==> src/rtl/fetch_unit_pkg.sv <==
// Shared fetch-stage widths, default PC step and FSM encodings for decode/branch logic.
package fetch_unit_pkg;

  localparam int unsigned ADDR_W = 32;
  localparam int unsigned WORD_W = 32;

  localparam logic [ADDR_W-1:0] PC_STEP_DEFAULT = ADDR_W'(4);

  typedef enum logic {
    FETCH_RUN  = 1'b0,
    FETCH_HOLD = 1'b1
  } fetch_state_t;

endpackage

==> src/rtl/fetch_unit.sv <==
// Fetch stage: owns the PC, drives the imem request and pairs each 1-cycle response
// with its PC; stalls via a hold buffer, redirects with a one-cycle bubble.
module fetch_unit
  import fetch_unit_pkg::*;
#(
  parameter logic [ADDR_W-1:0] RESET_PC = '0,
  parameter logic [ADDR_W-1:0] PC_STEP  = PC_STEP_DEFAULT
) (
  input  logic              clk,
  input  logic              rst,
  input  logic              i_stall,
  input  logic              i_redirect,
  input  logic [ADDR_W-1:0] i_redirect_addr,
  output logic [ADDR_W-1:0] o_req_addr,
  input  logic [WORD_W-1:0] i_res_data,
  output logic [ADDR_W-1:0] o_pc,
  output logic [WORD_W-1:0] o_instr,
  output logic              o_valid
);

  fetch_state_t      r_state;
  fetch_state_t      state_next;
  logic [ADDR_W-1:0] r_fetch_pc;
  logic [ADDR_W-1:0] r_resp_pc;
  logic              r_resp_valid;
  logic [WORD_W-1:0] r_hold;
  logic              advance;
  logic              capture;

  always_ff @(posedge clk) begin
    if (rst) r_state <= FETCH_RUN;
    else     r_state <= state_next;
  end

  // Priority: redirect > stall > advance.
  always_comb begin
    state_next = r_state;
    advance    = 1'b0;
    capture    = 1'b0;
    if (i_redirect) begin
      state_next = FETCH_RUN;
    end else if (i_stall) begin
      if (r_state == FETCH_RUN) begin
        capture    = 1'b1;
        state_next = FETCH_HOLD;
      end
    end else begin
      advance    = 1'b1;
      state_next = FETCH_RUN;
    end
  end

  // Redirect target is forced word-aligned; the in-flight wrong-path response is dropped.
  always_ff @(posedge clk) begin
    if (rst) begin
      r_fetch_pc   <= RESET_PC;
      r_resp_pc    <= '0;
      r_resp_valid <= 1'b0;
    end else if (i_redirect) begin
      r_fetch_pc   <= i_redirect_addr & ~ADDR_W'(3);
      r_resp_valid <= 1'b0;
    end else if (advance) begin
      r_resp_pc    <= r_fetch_pc;
      r_resp_valid <= 1'b1;
      r_fetch_pc   <= r_fetch_pc + PC_STEP;
    end
  end

  // imem keeps reading the held address during a stall, so its output must be captured.
  always_ff @(posedge clk) begin
    if (rst)          r_hold <= '0;
    else if (capture) r_hold <= i_res_data;
  end

  assign o_req_addr = r_fetch_pc;
  assign o_pc       = r_resp_pc;
  assign o_valid    = r_resp_valid;
  assign o_instr    = (r_state == FETCH_HOLD) ? r_hold : i_res_data;

endmodule
==> config.mk <==
export PLATFORM = sky130hd
export DESIGN_NAME = fetch_unit
export DESIGN_NICKNAME = d
export VERILOG_FILES = /design/src/rtl/fetch_unit_pkg.sv /design/src/rtl/fetch_unit.sv
export SDC_FILE = /design/constraint.sdc
export NUM_CORES = 1
export LEC_CHECK = 0
export CAP_MARGIN = 40
export CORE_MARGIN = 2
export CORE_UTILIZATION = 41
export CTS_BUF_LIST = sky130_fd_sc_hd__clkbuf_4 sky130_fd_sc_hd__clkbuf_8
export DETAILED_ROUTE_END_ITERATION = 6
export PLACE_DENSITY = 0.8
export SYNTH_ARGS = -nofsm -noshare
export SYNTH_HDL_FRONTEND = slang
export SYNTH_SLANG_ARGS = --single-unit
==> constraint.sdc <==
create_clock -name clk -period 2.16 [get_ports clk]
set_clock_uncertainty 0.2 [all_clocks]
set_input_delay 0.216 -clock clk [delete_from_list [all_inputs] [get_ports clk]]
set_output_delay 0.216 -clock clk [all_outputs]
set_load 0.03 [all_outputs]
Run 1, register map, names as in the netlist:
Drawn at 4 px/µm.
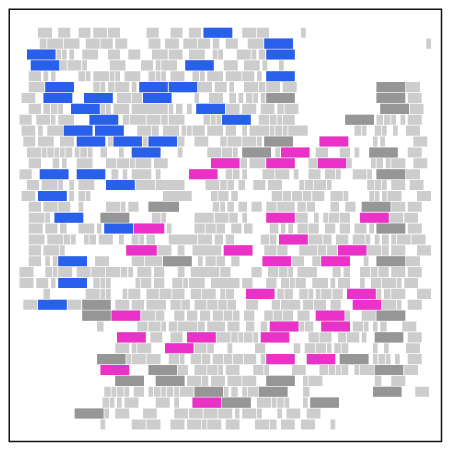
colour	netlist name	placed flops
magenta	`o_req_addr`	30
blue	`r_hold`	32
not coloured	32

Run 1, cells coloured by class:
Drawn at 4 px/µm. Fill, decap, tap and diode cells in grey.
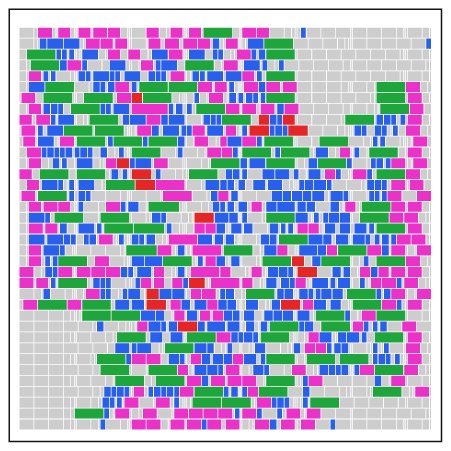
colour	class	cells
magenta	remaining buffers and delay cells	207
red	clock drivers and dummy loads	16
green	registers	94
blue	remaining logic cells	408

Run 1, clock network drawn from the DEF:
Drawn at 6 px/µm.
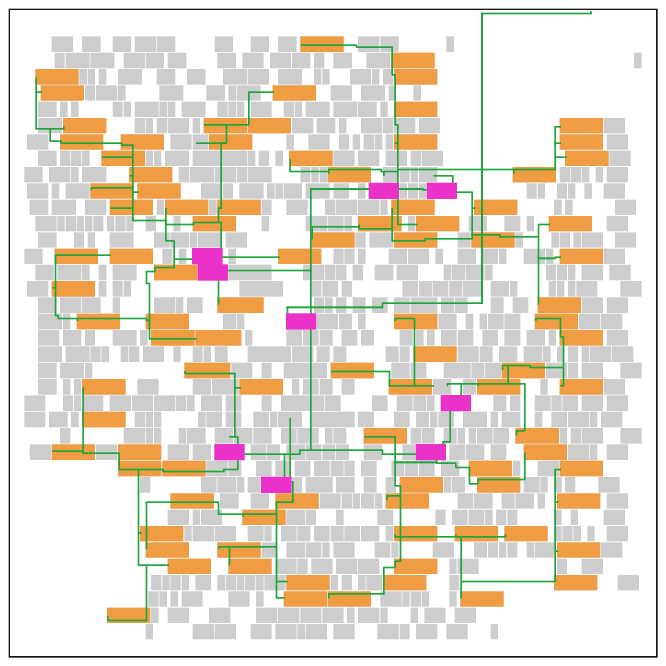
[magenta] clock-net drivers | count: 9
[orange] flip-flops | count: 94
[green] clock wires | length: 1,100 µm
flops lie	spread over the die

Run 1, routing congestion:
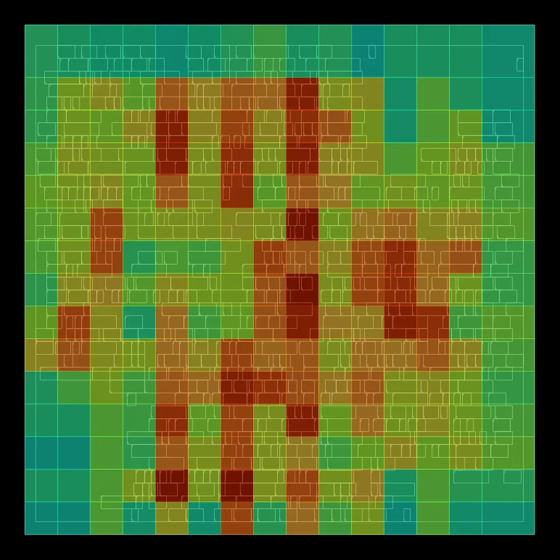
DR WL/cell: 16.2 µm
overall track demand over capacity in global routing: 23.5%

==> Implementation_results.wiki, run 1 <==
== Run summary ==
{| class="wikitable"
! Metric !! Value
|-
| Outcome || finished, final reports clean
|-
| Synth top cells by count || sky130_fd_sc_hd__nand2_1, sky130_fd_sc_hd__dfxtp_1, sky130_fd_sc_hd__a21oi_1, sky130_fd_sc_hd__clkbuf_1, sky130_fd_sc_hd__mux2_2
|-
| Post-synthesis sequential element count || 94
|-
| Synth area leaders || sky130_fd_sc_hd__dfxtp_1, sky130_fd_sc_hd__nand2_1, sky130_fd_sc_hd__mux2_2, sky130_fd_sc_hd__a21oi_1, sky130_fd_sc_hd__clkbuf_1
|-
| Count of tool warnings || 28
|-
| Mux share || 8.40%
|-
| Topmost layer with routed signal wires || met4
|-
| Maximum buffer depth of the clock tree || 2
|-
| Last weighted congestion value of the routability-driven placer || 0.834
|-
| Clk Tree Root Cell || sky130_fd_sc_hd__clkbuf_8
|-
| Cell Area, Synth || 4410 µm²
|-
| Chip footprint || 11,600 µm²
|-
| Area growth syn-to-layout || 49.4%
|-
| Max-slew violation total from the final report || 0
|-
| Multi-input combinational area share || 35.1%
|-
| Cell-by-cell trace of the critical path || clkbuf_16, mux2_2, dlygate4sd2_1
|-
| Logic Gate Count || 399
|-
| Final setup violation count || 0
|-
| Overall via count from detail_route || 4,710
|-
| Post-synth tally of flip-flops with integrated enable || 0
|-
| Clock buffer cells || 10
|-
| Yosys adder share || 0.284%
|-
| Area fraction in and, or, nand and nor cells after synthesis || 24.8%
|-
| Highest-delay cell along the critical path || sky130_fd_sc_hd__dfxtp_2
|-
| M1 wire length || 5.60 mm
|-
| Largest stage delay on the critical path || 0.40 ns
|-
| Drt first pass iters || 5
|-
| Number of DRC markers in iteration 0 || 247
|-
| Least-Margin Pin Slew || 0.508 ns
|-
| Final critical path time including I/O delays and setup || 2.07 ns
|-
| Static power due to leakage || 2.47 nW
|-
| Largest class || logic gates
|-
| Family of cells with the greatest summed delay on the critical path || buffers and inverters
|-
| Fraction of layout cells with a size suffix above 1 || 15.3%
|-
| FF+latch count || 94
|-
| Floorplan-stage core utilization || 42.5%
|-
| Std-Cell Rows || 37
|-
| First-pass GRT wire length || 21.9 mm
|-
| Critical path class || reg -> out
|-
| Complex Gates by Area || 16.7%
|-
| Pin count of the biggest net entering global routing || 39
|-
| Proportion of register bits with asynchronous set or reset after synthesis || 0%
|-
| Die extent in y || 108 µm
|-
| Level count of the clock H-tree || 3
|-
| Number of gates resized after CTS || 31
|-
| Cell type with the largest total area after synthesis || sky130_fd_sc_hd__dfxtp_1
|-
| DIE WIDTH || 108 µm
|-
| Cells in synth_stat.txt || 545
|-
| Crit end category || output pin
|-
| Fin util || 63.5%
|-
| Post-CTS Setup Repair Bufs || 0
|-
| GR Util met3 || 5.93%
|-
| Met2 demand-to-capacity share in global routing || 41.7%
|-
| Crit-path max FO || 16
|-
| Number of warnings printed during yosys synthesis || 0
|-
| Count of final hold-check violations || 0
|-
| Core footprint || 10,400 µm²
|-
| Synthesized-area fraction occupied by xor and xnor cells || 1.79%
|-
| Share of the yosys chip area belonging to registers || 42.7%
|-
| IR drop worst, VDD || 0.000406 V
|-
| Number of buffers outside the clock class in the layout || 207
|-
| TritonCTS clock tree || built
|-
| Count of placed standard cells in the final layout, fillers left out || 861
|-
| Worst setup path startpoint || r_state$_SDFF_PP0_
|-
| Distinct lib cells used || 51
|-
| Relative max-transition margin || 65.8%
|-
| Fraction of post-synthesis cell area in the top cell type by area || 42.7%
|-
| Number of inverters outside the clock class in the layout || 9
|-
| Type of the most critical hold path || in -> reg
|-
| Worst Hold Launch || rst
|-
| Number of routed nets with antenna violations || 0
|-
| P per Cell Area || 595 nW/µm²
|-
| Number of antenna violations at the first check in global routing || 0
|-
| Library cell with the highest instance count after synthesis || sky130_fd_sc_hd__nand2_1
|-
| Antenna diodes || 0
|-
| Syn_area_per_cell || 8.09 µm²
|-
| Unrepaired setup endpoints after global routing || no
|-
| Detailed-routed wire length on met2 || 7.08 mm
|-
| CTS Buf Count || 9
|-
| Non-clock buffer area fraction after layout || 30.3%
|-
| Half-perimeter wire length after placement || 10.1 mm
|-
| Top comb family, area || simple AND/OR/NAND/NOR gates
|-
| Most instantiated logic cell after routing || sky130_fd_sc_hd__nand2_1
|-
| Final worst hold slack || 0.165 ns
|-
| Clock-pin slew on the worst setup and hold paths || 0.10 ns
|-
| Most frequent cells in the layout || sky130_fd_sc_hd__nand2_1, sky130_fd_sc_hd__clkdlybuf4s50_1, sky130_fd_sc_hd__dfxtp_1
|-
| Dominant Register Cell || sky130_fd_sc_hd__dfxtp_1
|-
| I/O pins || 165
|-
| Post-route DRC || 0
|-
| Number of hold buffers added after CTS || 0
|-
| Chip Area, Yosys || 4410 µm²
|-
| Comb. cell area || 2310 µm²
|-
| Mapped Cells || 545
|-
| Fill cell count || 913
|-
| Max-Cap Viols || 0
|-
| Port Buffers || 158
|-
| Period utilization || 96.1%
|-
| Seq area share || 28.6%
|-
| FMAX || 0.482 GHz
|-
| Reg-to-Reg Start || o_req_addr[12]$_SDFFE_PP0P_
|-
| Met1 Usage GRT || 27.5%
|-
| Clk_lat worst skew || 0.36 ns
|-
| Critical path data required time || 1.74 ns
|-
| Num tapcells || 136
|-
| Setup TNS || 0 ns
|-
| # nets final || 789
|-
| Amount of wire on met3 after detailed routing || 923 µm
|-
| Global route overflow || 0
|-
| Final wirelength || 13.9 mm
|-
| CP startpoint kind || register
|-
| Storage cell area || 1890 µm²
|-
| Placed Cells || 844
|-
| Signal arrival time at the worst endpoint || 1.66 ns
|-
| Most Crowded Layer GR || met2
|-
| Ratio of routed vias to standard cells || 5.47
|-
| TritonCTS sink count || 94
|-
| Via count of the first global-routing pass || 4,662
|}
==> run 1: report_power, final <==
part           leakage [nW]  switching (mW)  internal, mW  total (mW)
Clock                0.0928           0.662         0.452        1.11
Sequential            0.771          0.0656          1.82        1.88
Combinational          1.61           0.500         0.418       0.918
Total                  2.47            1.23          2.69        3.91
==> run 1: sequential cells by signal, summed over array words and instances (netlist names) <==
| register | cells |
|---|---|
| o_req_addr | 30 |
| r_hold | 32 |
| o_valid | 1 |
| o_pc | 30 |
| r_state | 1 |
==> run 1: worst reg2reg max path, cell delays in order, from the launching register on <==
cell and delay (ns):
sky130_fd_sc_hd__dfxtp_1 0.45, sky130_fd_sc_hd__and3_1 0.24, sky130_fd_sc_hd__nand4_1 0.14, sky130_fd_sc_hd__buf_4 0.19, sky130_fd_sc_hd__or4_1 0.46, sky130_fd_sc_hd__a311oi_1 0.25
==> run 1: metrics by stage <==
stage	area, µm²	setup slack [ns]	power (mW)
2_1_floorplan	4420	0.0316	2.39
3_3_place_gp	6410	0.0275	2.84
3_5_place_dp	6410	-0.105	2.86
4_1_cts	6560	0.0325	3.93
5_1_grt	6580	0.00532	4.07
6_report	6580	0.0851	3.91
==> run 1: final timing paths <==
kind / slack (ns) / end / cells after the start
setup / recovery: 0.09 / o_instr[2] / 3
hold / removal: 0.16 / o_pc[24]$_SDFFE_PP0P_ / 3
setup reg to reg: 0.12 / o_req_addr[22]$_SDFFE_PP0P_ / 5
hold reg to reg: 0.26 / o_pc[18]$_SDFFE_PP0P_ / 2
==> run 1: kinds of logic after synthesis <==
group,after synthesis
buffers and inverters,55
adder cells (fa/ha/maj),1
AND-OR/OR-AND,118
AND/OR/NAND/NOR,234
XOR/XNOR,9
other,1
multiplexers,33
flip-flops,94
==> run 2, diff against run 1 <==
- MAX_ROUTING_LAYER: not set -> met4
Run 2, clock network drawn from the DEF:
Drawn at 6 px/µm.
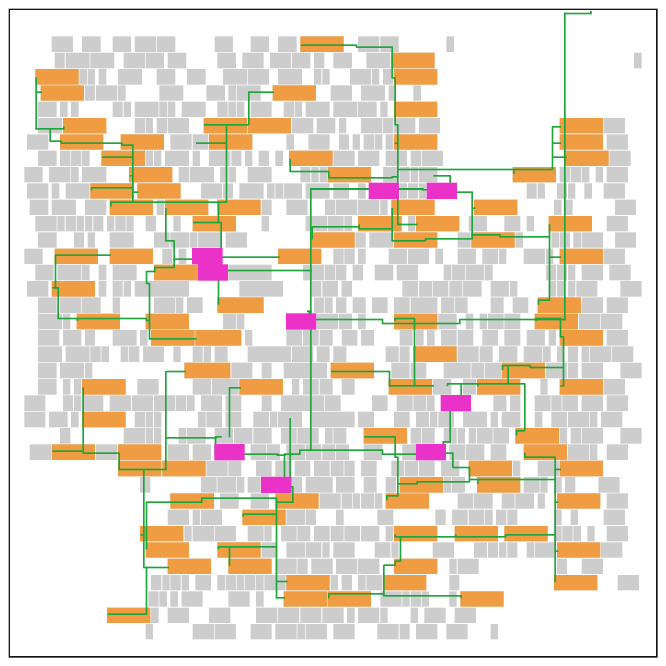
[orange] flip-flops | count: 94
[green] clock wires | length: 1,110 µm
[magenta] clock-net drivers | count: 9
routed clock nets	10

==> run 2 against run 1 <==
  * Synthesized cell count unchanged
  * Cell area unchanged
  * Hold slack better by 0.00099 ns
  * Area after synthesis is the same
  * Register-to-register slack is essentially flat
  * Combinational power barely moved
  * Sequential power barely moved
  * Largest power group unchanged
==> Implementation_results.wiki, run 2 <==
== Run summary ==
{| class="wikitable"
! Metric !! Value
|-
| Count of final hold-check violations || 0
|-
| Ratio of routed vias to standard cells || 5.49
|-
| Crit-path max FO || 17
|-
| Period utilization || 96.2%
|-
| P per Cell Area || 596 nW/µm²
|-
| Group drawing the most power || registers
|-
| Relative max-transition margin || 65.9%
|-
| Share of the yosys chip area belonging to registers || 42.7%
|-
| Std-Cell Rows || 37
|-
| Chip Area, Yosys || 4410 µm²
|-
| Floorplan-stage core utilization || 42.5%
|-
| Core footprint || 10,400 µm²
|-
| Cell type with the largest total area after synthesis || sky130_fd_sc_hd__dfxtp_1
|-
| Clock share of power || 28.6%
|-
| Most instantiated logic cell after routing || sky130_fd_sc_hd__nand2_1
|-
| Number of routed nets with antenna violations || 0
|-
| Number of gates resized after CTS || 31
|-
| Reg-to-Reg Start || o_req_addr[12]$_SDFFE_PP0P_
|-
| Worst Hold Launch || rst
|-
| FMAX || 0.481 GHz
|-
| Outcome || finished, final reports clean
|-
| Unrepaired setup endpoints after global routing || no
|-
| Flip-flop count of the largest register, all copies and words added || 32
|-
| CP startpoint kind || register
|-
| Largest stage delay on the critical path || 0.39 ns
|-
| Crit end category || output pin
|-
| Max-Cap Viols || 0
|-
| Clock-pin slew on the worst setup and hold paths || 0.10 ns
|-
| Number of DRC markers in iteration 0 || 272
|-
| First-pass GRT wire length || 21.9 mm
|-
| Dominant Register Cell || sky130_fd_sc_hd__dfxtp_1
|-
| Net switching share of the total power || 31.5%
|-
| Fin util || 63.5%
|-
| Synth top cells by count || sky130_fd_sc_hd__nand2_1, sky130_fd_sc_hd__dfxtp_1, sky130_fd_sc_hd__a21oi_1, sky130_fd_sc_hd__clkbuf_1, sky130_fd_sc_hd__mux2_2
|-
| Via count of the first global-routing pass || 4,673
|-
| Global route overflow || 0
|-
| Final setup violation count || 0
|-
| Last weighted congestion value of the routability-driven placer || 0.847
|-
| # nets final || 789
|-
| Post-synthesis sequential element count || 94
|-
| TritonCTS sink count || 94
|-
| Cell-by-cell trace of the critical path || buf_12, mux2_2, dlygate4sd2_1
|-
| Cells in synth_stat.txt || 545
|-
| IR drop worst, VDD || 0.000407 V
|-
| Number of antenna violations at the first check in global routing || 0
|-
| Area growth syn-to-layout || 49.4%
|-
| DIE WIDTH || 108 µm
|-
| Setup slack of the worst register-to-register path || 0.11 ns
|-
| Port Buffers || 158
|-
| Maximum buffer depth of the clock tree || 2
|-
| TritonCTS clock tree || built
|-
| Count of tool warnings || 28
|-
| Number of hold buffers added after CTS || 0
|-
| Post-CTS Setup Repair Bufs || 0
|-
| Syn_area_per_cell || 8.09 µm²
|-
| Pin count of the biggest net entering global routing || 39
|-
| Worst setup path startpoint || r_state$_SDFF_PP0_
|-
| Type of the most critical hold path || in -> reg
|-
| Net switching power || 1.23 mW
|-
| Signal arrival time at the worst endpoint || 1.66 ns
|-
| Least-Margin Pin Slew || 0.507 ns
|-
| Final wirelength || 14.0 mm
|-
| Fill cell count || 915
|-
| Mapped Cells || 545
|-
| Distinct lib cells used || 51
|-
| Clk_lat worst skew || 0.37 ns
|-
| Clock group total power || 1.12 mW
|-
| Drt first pass iters || 5
|-
| Library cell with the highest instance count after synthesis || sky130_fd_sc_hd__nand2_1
|-
| Buffers plus inverters on the worst setup path || 2
|-
| Synth area leaders || sky130_fd_sc_hd__dfxtp_1, sky130_fd_sc_hd__nand2_1, sky130_fd_sc_hd__mux2_2, sky130_fd_sc_hd__a21oi_1, sky130_fd_sc_hd__clkbuf_1
|-
| Sequential share of power || 48.0%
|-
| Overall via count from detail_route || 4,724
|-
| Proportion of register bits with asynchronous set or reset after synthesis || 0%
|-
| DR WL/cell || 16.2 µm
|-
| Internal power contribution || 2.69 mW
|-
| Critical path class || reg -> out
|-
| Most frequent cells in the layout || sky130_fd_sc_hd__nand2_1, sky130_fd_sc_hd__clkdlybuf4s50_1, sky130_fd_sc_hd__dfxtp_1
|-
| Setup TNS || 0 ns
|-
| Final worst hold slack || 0.166 ns
|-
| I/O pins || 165
|-
| Chip footprint || 11,600 µm²
|-
| Clk Tree Root Cell || sky130_fd_sc_hd__clkbuf_8
|-
| Antenna diodes || 0
|-
| Die extent in y || 108 µm
|-
| Fraction of layout cells with a size suffix above 1 || 15.3%
|-
| Post-synth tally of flip-flops with integrated enable || 0
|-
| Most flop-heavy register || r_hold
|-
| Half-perimeter wire length after placement || 10.1 mm
|-
| Family of cells with the greatest summed delay on the critical path || buffers and inverters
|-
| Combinational fraction of design power || 23.4%
|-
| Fraction of post-synthesis cell area in the top cell type by area || 42.7%
|-
| Power attributed to sequential cells || 1.88 mW
|-
| Max-slew violation total from the final report || 0
|}
Run 2, cells coloured by class:
Drawn at 4 px/µm. Fill, decap, tap and diode cells in grey.
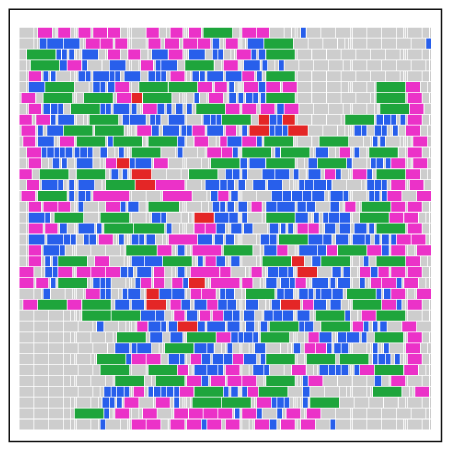
colour	class	cells
blue	remaining logic cells	408
magenta	remaining buffers and delay cells	207
green	registers	94
red	clock drivers and dummy loads	16

## run 2: cell counts in the layout (fill, tap and decap cells not counted)
Identical to the previous run, type by type.
## run 2: through the flow
stage / power, mW / setup slack (ns) / instance area (µm²) / instances
after global routing: 4.07 / 0.00529 / 6580 / 861
final: 3.92 / 0.0830 / 6580 / 861
after detailed placement: 2.86 / -0.105 / 6410 / 844
after global placement: 2.84 / 0.0275 / 6410 / 844
after floorplan: 2.39 / 0.0316 / 4420 / 548
after CTS: 3.93 / 0.0325 / 6560 / 860
## run 2: cell type report
type	instances	area (µm²)	share of cell area, %
Clock inverter	6	53.8	0.817
Clock buffer	10	131	2.00
Sequential cell	94	1890	28.6
Multi-Input combinational cell	399	2310	35.1
Timing Repair Buffer	207	2000	30.3
Inverter	9	33.8	0.513
Tap cell	136	170	2.58
## run 2: path summary, 6_finish.rpt
check                                      to  cells after the start
setup / recovery                   o_instr[7]                      3
setup reg to reg  o_req_addr[22]$_SDFFE_PP0P_                      5
hold / removal          o_pc[24]$_SDFFE_PP0P_                      3
hold reg to reg         o_pc[18]$_SDFFE_PP0P_                      2
## run 2: cell families (layout without fill, tap and decap cells)
kind of cell	count (synthesis)	count (layout)	share of synthesized area, %
AND/OR/NAND/NOR	234	234	24.8
AND-OR/OR-AND	118	118	16.7
flip-flops	94	94	42.7
buffers and inverters	55	232	5.25
multiplexers	33	33	8.40
XOR/XNOR	9	9	1.79
adder cells (fa/ha/maj)	1	1	0.284
other	1	4	0.0851
## run 2: per-layer routing
layer  global-route usage (%)  vias to the layer above  wire length, µm
met5                        -                        -                0
met4                     7.69                        0              340
met3                     5.39                       30              884
met2                     41.6                      195             7000
met1                     27.8                     2237             5740
li1                         -                     2262                -
Run 2, routing congestion:
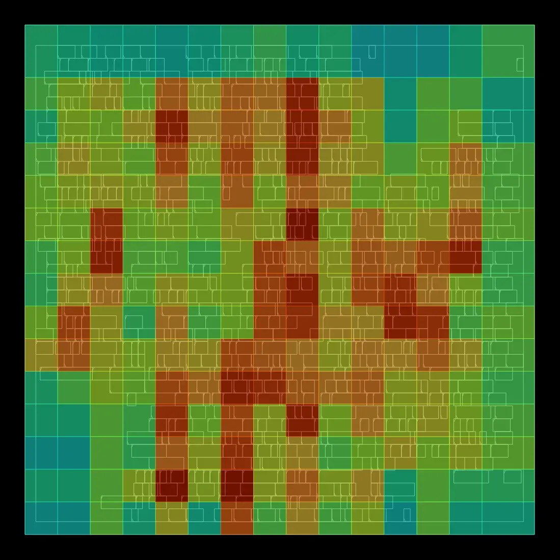

==> run 3, diff against run 2 <==
- TNS_END_PERCENT: not set -> 20
Run 3, routing congestion:
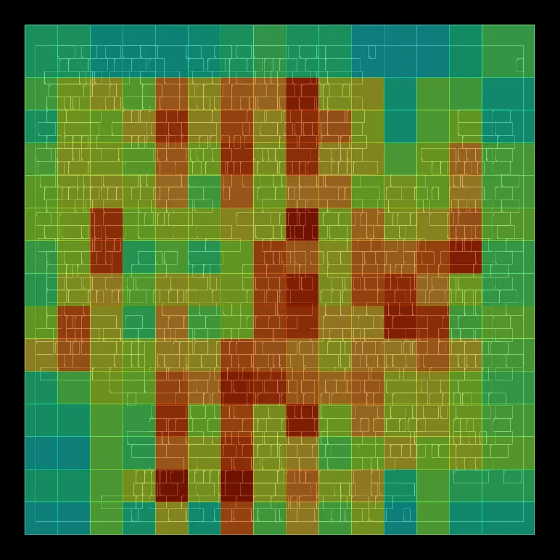
fin util: 63.2%
DR WL/cell: 16.1 µm
met2 demand-to-capacity share in global routing: 41.6%

==> run 3 against run 2 <==
  * First-iteration DRC count increased by 1.5%
  * Routed wire length decreased by 0.84%
  * Critical path type unchanged
  * Combinational power about the same
  * Die area unchanged
  * Clock power about the same
  * Sequential power about the same
  * Cell area decreased by 0.38%
  * Clock-buffer cell count unchanged
  * Sequential share of layout area increased by 0.090 points
==> Implementation_results.wiki, run 3 <==
== Run summary ==
{| class="wikitable"
! Metric !! Value
|-
| Outcome || finished, final reports clean
|-
| Max-Cap Viols || 0
|-
| Antenna diodes || 0
|-
| Critical path class || reg -> out
|-
| CTS Buf Count || 9
|-
| Dominant Register Cell || sky130_fd_sc_hd__dfxtp_1
|-
| Chip footprint || 11,600 µm²
|-
| Top comb family, area || simple AND/OR/NAND/NOR gates
|-
| Synthesized-area fraction occupied by xor and xnor cells || 1.79%
|-
| Proportion of register bits with asynchronous set or reset after synthesis || 0%
|-
| Drt first pass iters || 5
|-
| Critical path data required time || 1.74 ns
|-
| Final wirelength || 13.8 mm
|-
| TritonCTS sink count || 94
|-
| Number of routed nets with antenna violations || 0
|-
| Worst R2R End || o_req_addr[22]$_SDFFE_PP0P_
|-
| Maximum buffer depth of the clock tree || 2
|-
| Met1 Usage GRT || 27.8%
|-
| Global route overflow || 0
|-
| Synth top cells by count || sky130_fd_sc_hd__nand2_1, sky130_fd_sc_hd__dfxtp_1, sky130_fd_sc_hd__a21oi_1, sky130_fd_sc_hd__clkbuf_1, sky130_fd_sc_hd__mux2_2
|-
| Half-perimeter wire length after placement || 10.1 mm
|-
| Cells in synth_stat.txt || 545
|-
| Die extent in y || 108 µm
|-
| Share of the yosys chip area belonging to registers || 42.7%
|-
| DIE WIDTH || 108 µm
|-
| Pin count of the biggest net entering global routing || 39
|-
| Total design power || 3.91 mW
|-
| Pre-CTS setup slack || -0.105 ns
|-
| Ratio of routed vias to standard cells || 5.48
|-
| Relative max-transition margin || 65.5%
|-
| Overall track demand over capacity in global routing || 24.1%
|-
| GR Util met3 || 5.39%
|-
| Post-route DRC || 0
|-
| Flip-flop count of the largest register, all copies and words added || 32
|-
| Fraction of post-synthesis cell area in the top cell type by area || 42.7%
|-
| Final worst hold slack || 0.168 ns
|-
| Mux share || 8.40%
|-
| Number of warnings printed during yosys synthesis || 0
|-
| Syn_area_per_cell || 8.09 µm²
|-
| Mapped Cells || 545
|-
| # nets final || 788
|-
| Core footprint || 10,400 µm²
|-
| Number of antenna violations at the first check in global routing || 0
|-
| Reg-to-Reg Start || o_req_addr[12]$_SDFFE_PP0P_
|-
| Post-synthesis sequential element count || 94
|-
| Unrepaired setup endpoints after global routing || no
|-
| Final critical path time including I/O delays and setup || 2.10 ns
|-
| Type of the most critical hold path || in -> reg
|-
| P per Cell Area || 597 nW/µm²
|-
| Clk Tree Root Cell || sky130_fd_sc_hd__clkbuf_8
|-
| Worst Hold Launch || rst
|-
| I/O pins || 165
|-
| Library cell with the highest instance count after synthesis || sky130_fd_sc_hd__nand2_1
|-
| Final instance area || 6560 µm²
|-
| Clk_lat worst skew || 0.36 ns
|-
| Count of tool warnings || 28
|-
| Largest stage delay on the critical path || 0.37 ns
|-
| Worst Slack Setup Final || 0.0617 ns
|-
| Most Crowded Layer GR || met2
|-
| Static power due to leakage || 2.45 nW
|-
| Overall via count from detail_route || 4,716
|-
| Least-Margin Pin Slew || 0.513 ns
|-
| Synth area leaders || sky130_fd_sc_hd__dfxtp_1, sky130_fd_sc_hd__nand2_1, sky130_fd_sc_hd__mux2_2, sky130_fd_sc_hd__a21oi_1, sky130_fd_sc_hd__clkbuf_1
|-
| Crit end category || output pin
|-
| Period utilization || 97.1%
|-
| Cell Area, Synth || 4410 µm²
|-
| Area growth syn-to-layout || 48.8%
|-
| Last weighted congestion value of the routability-driven placer || 0.847
|-
| Via count of the first global-routing pass || 4,673
|-
| Fraction of layout cells with a size suffix above 1 || 15.2%
|-
| Post-synth tally of flip-flops with integrated enable || 0
|-
| IR drop worst, VDD || 0.000407 V
|-
| First-pass GRT wire length || 21.9 mm
|-
| Most instantiated logic cell after routing || sky130_fd_sc_hd__nand2_1
|-
| Floorplan-stage core utilization || 42.5%
|-
| Worst hold path cell count || 3
|-
| FMAX || 0.477 GHz
|-
| Area fraction in and, or, nand and nor cells after synthesis || 24.8%
|-
| Count of final hold-check violations || 0
|-
| Setup slack of the worst register-to-register path || 0.12 ns
|-
| Most frequent cells in the layout || sky130_fd_sc_hd__nand2_1, sky130_fd_sc_hd__clkdlybuf4s50_1, sky130_fd_sc_hd__dfxtp_1
|-
| Crit-path max FO || 33
|-
| Yosys adder share || 0.284%
|-
| Port Buffers || 158
|-
| TritonCTS clock tree || built
|-
| Endpoint with the worst hold slack || o_pc[24]$_SDFFE_PP0P_
|-
| Chip Area, Yosys || 4410 µm²
|-
| Number of hold buffers added after CTS || 0
|-
| Final setup violation count || 0
|-
| Distinct lib cells used || 51
|-
| Cell type with the largest total area after synthesis || sky130_fd_sc_hd__dfxtp_1
|-
| Complex Gates by Area || 16.7%
|-
| Max-slew violation total from the final report || 0
|-
| Cell-by-cell trace of the critical path || buf_12, mux2_2, dlygate4sd2_1
|-
| Level count of the clock H-tree || 3
|-
| CP startpoint kind || register
|-
| Signal arrival time at the worst endpoint || 1.68 ns
|-
| Std-Cell Rows || 37
|-
| Clock-pin slew on the worst setup and hold paths || 0.10 ns
|-
| Area of placed instances || 6410 µm²
|-
| Most flop-heavy register || r_hold
|-
| Number of cells on the worst reg-to-reg path || 5
|-
| Highest-delay cell along the critical path || sky130_fd_sc_hd__dfxtp_1
|-
| Number of DRC markers in iteration 0 || 276
|}
Run 3, PDN straps and rails:
Drawn at 3 px/µm. Pins as bars on the die edge.
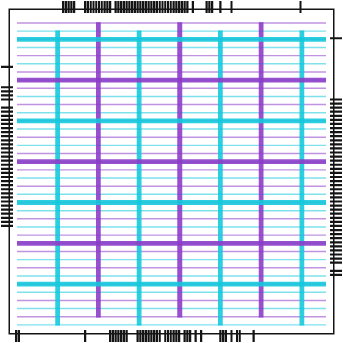
colour	net
purple	VDD
cyan	VSS
rows	37
signal pins	165
met1 rails	38

==> run 3: worst max-delay path, delay by kind of cell (launching register included) <==
family	cells	cell delay (ns)
flops	1	0.37
buf+inv	2	0.57
mux	1	0.36
==> run 3: per-stage QoR <==
stage	instances	setup TNS [ns]
6_report	860	0
5_1_grt	860	0
4_1_cts	860	0
3_5_place_dp	844	-0.229
3_3_place_gp	844	0
2_1_floorplan	548	0
==> run 3: report_power, final <==
part           leakage (nW)  internal, mW  switching, mW  total, mW
registers             0.771          1.82         0.0652       1.88
logic                  1.59         0.415          0.500      0.915
clock network        0.0928         0.452          0.666       1.12
==> run 3: final cells by class <==
type	count	area, µm²
inverter	9	33.8
multi-input combinational	399	2310
clock inverter	6	53.8
timing repair buffer	206	1970
fill	913	3810
tap	136	170
clock buffer	10	131
sequential	94	1880
==> run 3: worst max-delay path by stage <==
stage / start / to / depth (start not counted)
3_5_place_dp: i_stall / o_req_addr[21]$_SDFFE_PP0P_ / 6
2_1_floorplan: o_req_addr[18]$_SDFFE_PP0P_ / o_req_addr[26]$_SDFFE_PP0P_ / 5
6_report: r_state$_SDFF_PP0_ / o_instr[2] / 3
5_1_grt: r_state$_SDFF_PP0_ / o_instr[29] / 3
3_3_place_gp: i_stall / o_req_addr[31]$_SDFFE_PP0P_ / 6
4_1_cts: r_state$_SDFF_PP0_ / o_instr[7] / 3
==> run 3: layer usage <==
metal / vias to the layer above / share of wire, %
li1: 2263 / -
met4: 0 / 2.2
met3: 25 / 5.9
met1: 2236 / 41
met2: 192 / 50
met5: - / 0
==> run 3: what timing repair did <==
action                                  in CTS  in global routing
resized                                     31                  8
hold endpoints to repair                     0                  0
gates cloned                                 0                  0
setup buffers                                0                  0
endpoints found under the setup margin      31                  7
Power and IR drop assume default switching activity.
